### Routing congestion

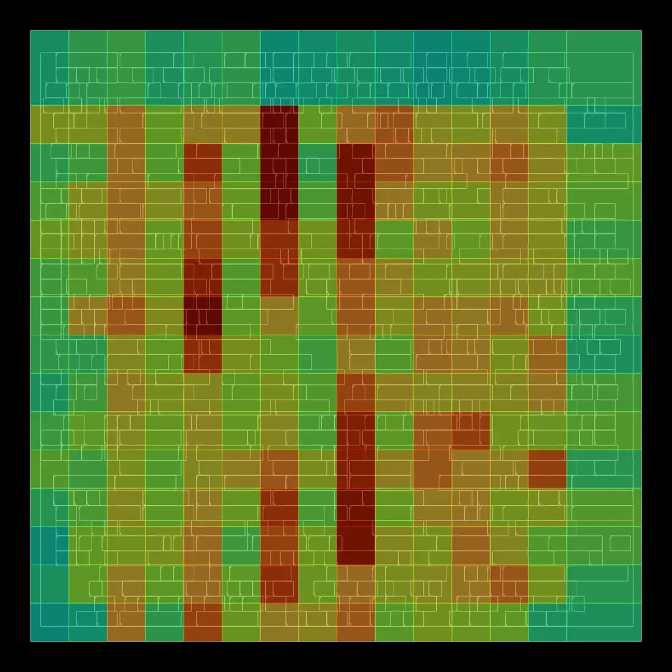
### Drive-strength map

The bar under the picture is 20 um long.
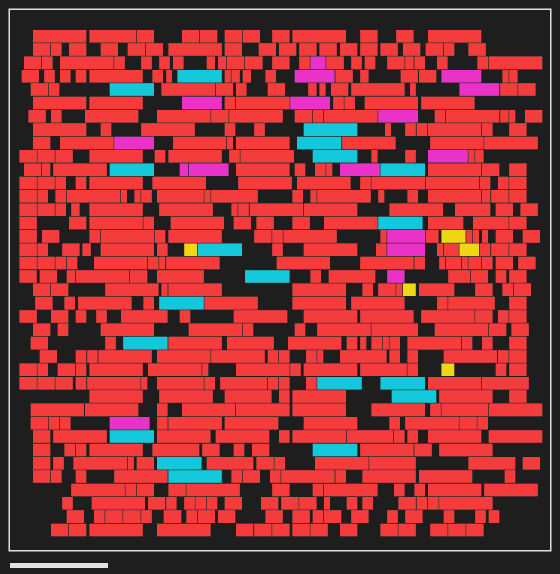
### config.mk
export PLATFORM = sky130hd
export DESIGN_NAME = psum_drain_flat
export DESIGN_NICKNAME = d
export VERILOG_FILES = /design/src/rtl/psum_drain_pkg.sv /design/src/rtl/psum_drain_if.sv /design/src/rtl/psum_drain_shift_sat.sv /design/src/rtl/psum_drain.sv /design/src/flat_wrapper.sv
export SDC_FILE = /design/constraint.sdc
export NUM_CORES = 1
export LEC_CHECK = 0
export CORE_MARGIN = 1.5
export CORE_UTILIZATION = 53
export DETAILED_ROUTE_END_ITERATION = 10
export PLACE_DENSITY_LB_ADDON = 0.05
export SYNTH_ARGS = -nofsm -noshare
export SYNTH_HDL_FRONTEND = slang
export SYNTH_SLANG_ARGS = --single-unit
### constraint.sdc
create_clock -name clk -period 6.7 [get_ports clk]
set_input_delay 0.67 -clock clk [delete_from_list [all_inputs] [get_ports clk]]
set_output_delay 0.67 -clock clk [all_outputs]
set_load 0.05 [all_outputs]
### src/rtl/psum_drain_pkg.sv
// psum_drain_pkg: shared types and helpers for the partial-sum drain path
package psum_drain_pkg;
    typedef enum logic {IDLE, DRAIN} drain_state_t;
    function automatic int idx_w(input int rows);
        return $clog2(rows);
    endfunction
endpackage

### src/rtl/psum_drain_if.sv
// psum_drain_if: capture request, packed partial sums and the valid/ready result stream
interface psum_drain_if
    import psum_drain_pkg::*;
#(
    parameter int WIDTH  = 32,
    parameter int ROWS   = 4,
    parameter int OWIDTH = 16
);
    localparam int IW = idx_w(ROWS);
    logic                    i_capture;
    logic [ROWS*WIDTH-1:0]   i_psum;
    logic                    i_clr_err;
    logic                    i_ready;
    logic                    o_valid;
    logic [OWIDTH-1:0]       o_data;
    logic [IW-1:0]           o_row;
    logic                    o_last;
    logic                    o_sat;
    logic                    o_busy;
    logic                    o_overrun;
    modport slave (
        input  i_capture, i_psum, i_clr_err, i_ready,
        output o_valid, o_data, o_row, o_last, o_sat, o_busy, o_overrun
    );
    modport master (
        output i_capture, i_psum, i_clr_err, i_ready,
        input  o_valid, o_data, o_row, o_last, o_sat, o_busy, o_overrun
    );
endinterface

### src/rtl/psum_drain_shift_sat.sv
// shift_sat: arithmetic right shift followed by signed saturation to OWIDTH
module shift_sat #(
    parameter int WIDTH  = 32,
    parameter int OWIDTH = 16,
    parameter int SHIFT  = 0
) (
    input  logic signed [WIDTH-1:0]  val_i,
    output logic signed [OWIDTH-1:0] val_o,
    output logic                     sat_o
);
    localparam logic signed [WIDTH-1:0] MAX_W = {{(WIDTH-OWIDTH+1){1'b0}}, {(OWIDTH-1){1'b1}}};
    localparam logic signed [WIDTH-1:0] MIN_W = {{(WIDTH-OWIDTH+1){1'b1}}, {(OWIDTH-1){1'b0}}};
    logic signed [WIDTH-1:0] s;
    logic hi, lo;
    always_comb begin
        s     = val_i >>> SHIFT;
        hi    = s > MAX_W;
        lo    = s < MIN_W;
        sat_o = hi | lo;
        val_o = hi ? {1'b0, {(OWIDTH-1){1'b1}}} : lo ? {1'b1, {(OWIDTH-1){1'b0}}} : s[OWIDTH-1:0];
    end
endmodule

### src/rtl/psum_drain.sv
// psum_drain: snapshots ROWS accumulator values on capture and streams them
// out one per beat, scaled and saturated, over valid/ready
module psum_drain
    import psum_drain_pkg::*;
#(
    parameter int WIDTH  = 32,
    parameter int ROWS   = 4,
    parameter int OWIDTH = 16,
    parameter int SHIFT  = 0
) (
    input logic         clk,
    input logic         rst,
    psum_drain_if.slave bus
);
    localparam int IW = idx_w(ROWS);
    drain_state_t state_q, state_d;
    logic [IW-1:0] idx_q, idx_d;
    logic ovr_q, ovr_d;
    logic signed [WIDTH-1:0] shadow_q [ROWS];
    logic load, hs, last, valid, sat;
    logic signed [OWIDTH-1:0] data;

    shift_sat #(.WIDTH(WIDTH), .OWIDTH(OWIDTH), .SHIFT(SHIFT)) u_shift_sat (
        .val_i (shadow_q[idx_q]),
        .val_o (data),
        .sat_o (sat)
    );

    always_comb begin
        valid   = state_q == DRAIN;
        last    = idx_q == IW'(ROWS-1);
        hs      = valid & bus.i_ready;
        state_d = state_q;
        idx_d   = idx_q;
        load    = 1'b0;
        if (!valid) begin
            load    = bus.i_capture;
            state_d = bus.i_capture ? DRAIN : IDLE;
            idx_d   = bus.i_capture ? '0 : idx_q;
        end else if (hs) begin
            load    = last & bus.i_capture;
            state_d = (last & !bus.i_capture) ? IDLE : DRAIN;
            idx_d   = last ? '0 : idx_q + 1'b1;
        end
        // a capture is dropped unless it lands in IDLE or on the final handshake
        ovr_d = (valid & bus.i_capture & !(hs & last)) | (ovr_q & !bus.i_clr_err);
    end

    always_ff @(posedge clk) begin
        if (rst) begin
            state_q <= IDLE;
            idx_q   <= '0;
            ovr_q   <= 1'b0;
            for (int r = 0; r < ROWS; r++) shadow_q[r] <= '0;
        end else begin
            state_q <= state_d;
            idx_q   <= idx_d;
            ovr_q   <= ovr_d;
            if (load) for (int r = 0; r < ROWS; r++) shadow_q[r] <= bus.i_psum[r*WIDTH +: WIDTH];
        end
    end

    assign bus.o_valid   = valid;
    assign bus.o_busy    = valid;
    assign bus.o_data    = valid ? data : '0;
    assign bus.o_sat     = valid & sat;
    assign bus.o_row     = valid ? idx_q : '0;
    assign bus.o_last    = valid & last;
    assign bus.o_overrun = ovr_q;
endmodule

### src/flat_wrapper.sv
// flat-port wrapper written by rule: the top's interface ports become plain ports
module psum_drain_flat import psum_drain_pkg::*;
#(
    parameter int WIDTH  = 32,
    parameter int ROWS   = 4,
    parameter int OWIDTH = 16,
    parameter int SHIFT  = 0
)
  (clk, rst, bus_i_capture, bus_i_psum, bus_i_clr_err, bus_i_ready, bus_o_valid, bus_o_data, bus_o_row, bus_o_last, bus_o_sat, bus_o_busy, bus_o_overrun);
  psum_drain_if #(.WIDTH(WIDTH), .ROWS(ROWS), .OWIDTH(OWIDTH)) bus_i ();
  input logic clk;
  input logic rst;
  input wire logic [$bits(bus_i.i_capture)-1:0] bus_i_capture;
  input wire logic [$bits(bus_i.i_psum)-1:0] bus_i_psum;
  input wire logic [$bits(bus_i.i_clr_err)-1:0] bus_i_clr_err;
  input wire logic [$bits(bus_i.i_ready)-1:0] bus_i_ready;
  output wire logic [$bits(bus_i.o_valid)-1:0] bus_o_valid;
  output wire logic [$bits(bus_i.o_data)-1:0] bus_o_data;
  output wire logic [$bits(bus_i.o_row)-1:0] bus_o_row;
  output wire logic [$bits(bus_i.o_last)-1:0] bus_o_last;
  output wire logic [$bits(bus_i.o_sat)-1:0] bus_o_sat;
  output wire logic [$bits(bus_i.o_busy)-1:0] bus_o_busy;
  output wire logic [$bits(bus_i.o_overrun)-1:0] bus_o_overrun;
  assign bus_i.i_capture = bus_i_capture;
  assign bus_i.i_psum = bus_i_psum;
  assign bus_i.i_clr_err = bus_i_clr_err;
  assign bus_i.i_ready = bus_i_ready;
  assign bus_o_valid = bus_i.o_valid;
  assign bus_o_data = bus_i.o_data;
  assign bus_o_row = bus_i.o_row;
  assign bus_o_last = bus_i.o_last;
  assign bus_o_sat = bus_i.o_sat;
  assign bus_o_busy = bus_i.o_busy;
  assign bus_o_overrun = bus_i.o_overrun;
  psum_drain #(.WIDTH(WIDTH), .ROWS(ROWS), .OWIDTH(OWIDTH), .SHIFT(SHIFT)) u_core (.clk(clk), .rst(rst), .bus(bus_i));
endmodule
==> run_summary.xml <==
<?xml version="1.0" encoding="UTF-8"?>
<metrics>
  <group name="logic_synthesis">
    <metric name="post_synth_main_area_contributors" unit="">sky130_fd_sc_hd__edfxtp_1 (63%), sky130_fd_sc_hd__and2_1 (13%), sky130_fd_sc_hd__mux4_1 (9.1%), sky130_fd_sc_hd__mux4_2 (4.1%), sky130_fd_sc_hd__dfxtp_1 (2.0%)</metric>
    <metric name="main_logic_family_after_synthesis" unit="">simple AND/OR/NAND/NOR gates</metric>
    <metric name="synth.top_cell.area_share" unit="">0.633</metric>
    <metric name="synth.top_cells.by_count" unit="">sky130_fd_sc_hd__and2_1 (131), sky130_fd_sc_hd__edfxtp_1 (128), sky130_fd_sc_hd__mux4_1 (21)</metric>
    <metric name="synth.cellmix.simpleShare" unit="">0.166</metric>
    <metric name="synth-adder-area-share" unit="">0.00206</metric>
    <metric name="yosysMostFrequentCell" unit="">sky130_fd_sc_hd__and2_1</metric>
    <metric name="ys.flop_type" unit="">sky130_fd_sc_hd__edfxtp_1</metric>
  </group>
  <group name="power_and_ir_drop">
    <metric name="combPwrFrac" unit="">0.122</metric>
    <metric name="comb_cell_power" unit="mW">0.257</metric>
    <metric name="power_in_the_clock_group" unit="mW">0.836</metric>
  </group>
  <group name="worst_setup_path">
    <metric name="crit_buf_inv" unit="">1</metric>
    <metric name="crit_end" unit="">bus_o_data[1]</metric>
    <metric name="depth_of_the_critical_timing_path_with_buffers_and_inverters_included" unit="">6</metric>
  </group>
  <group name="timing">
    <metric name="layout_worst_path_cycle_share" unit="">0.705</metric>
    <metric name="worst_slack" unit="ns">1.97</metric>
    <metric name="max_slew_margin" unit="">0.278</metric>
    <metric name="report.final.slew_viol_count" unit="">0</metric>
  </group>
  <group name="floorplan">
    <metric name="chipWidth" unit="um">110</metric>
    <metric name="std_cell_rows" unit="">38</metric>
    <metric name="die_h" unit="um">110</metric>
  </group>
  <group name="place">
    <metric name="placed_cells" unit="">658</metric>
    <metric name="sum_of_net_half_perimeters_after_detailed_placement" unit="mm">8.00</metric>
    <metric name="number_of_buffer_cells_added_on_primary_ports" unit="">155</metric>
  </group>
  <group name="layout">
    <metric name="design_area" unit="sq mm">0.00822</metric>
    <metric name="finalNetCount" unit="">671</metric>
    <metric name="layout-area-overhead-vs-synth" unit="%">35.3</metric>
    <metric name="sh_comb_area" unit="">0.240</metric>
  </group>
  <group name="hold_path">
    <metric name="hold_path_depth" unit="">2</metric>
    <metric name="hp-start" unit="">u_core.idx_q[1]</metric>
  </group>
  <group name="global_route">
    <metric name="grt_pass1_wl" unit="mm">18.5</metric>
    <metric name="first_global_vias" unit="">3691</metric>
    <metric name="groute.usage.overall" unit="">0.215</metric>
  </group>
  <group name="clocking">
    <metric name="holdBufCountCts" unit="">0</metric>
    <metric name="number_of_gates_given_a_new_drive_strength_after_cts" unit="">0</metric>
  </group>
  <group name="outcome">
    <metric name="run_status" unit="">finished, final reports clean</metric>
  </group>
</metrics>
-- 'Routing congestion' (at the start) --
post-route core utilization: 0.745
GRT met2 Usage: 0.357
most used routing layer: met2
met3 global-route usage: 0.0494
Avg WL per Cell: 18.0 um

-- 'Drive-strength map' (at the start) --
legend:
  drive 3 to 4:
    color: yellow
    cells: 5
    share: 0.91%
  drive 2:
    color: magenta
    cells: 16
    share: 2.9%
  drive 6 and up:
    color: cyan
    cells: 19
    share: 3.5%
  drive 1 or less:
    color: red
    cells: 508
    share: 93%

==> worst reg2reg max path, cell delays in order (launching register included) <==
cell and delay (ns):
sky130_fd_sc_hd__dfxtp_1 1.00, sky130_fd_sc_hd__a21boi_0 0.39, sky130_fd_sc_hd__nand2b_1 0.27, sky130_fd_sc_hd__nand2b_4 0.43, sky130_fd_sc_hd__buf_4 0.60
==> layer usage <==
layer | wire length [um] | track usage | part of all wire | vias up
met5 | 0 | 0 | 0 | -
met4 | 108 | 0.0891 | 0.0087 | 0
met3 | 680 | 0.0494 | 0.055 | 10
met2 | 6330 | 0.357 | 0.51 | 121
met1 | 5250 | 0.275 | 0.42 | 1771
li1 | - | - | - | 1743
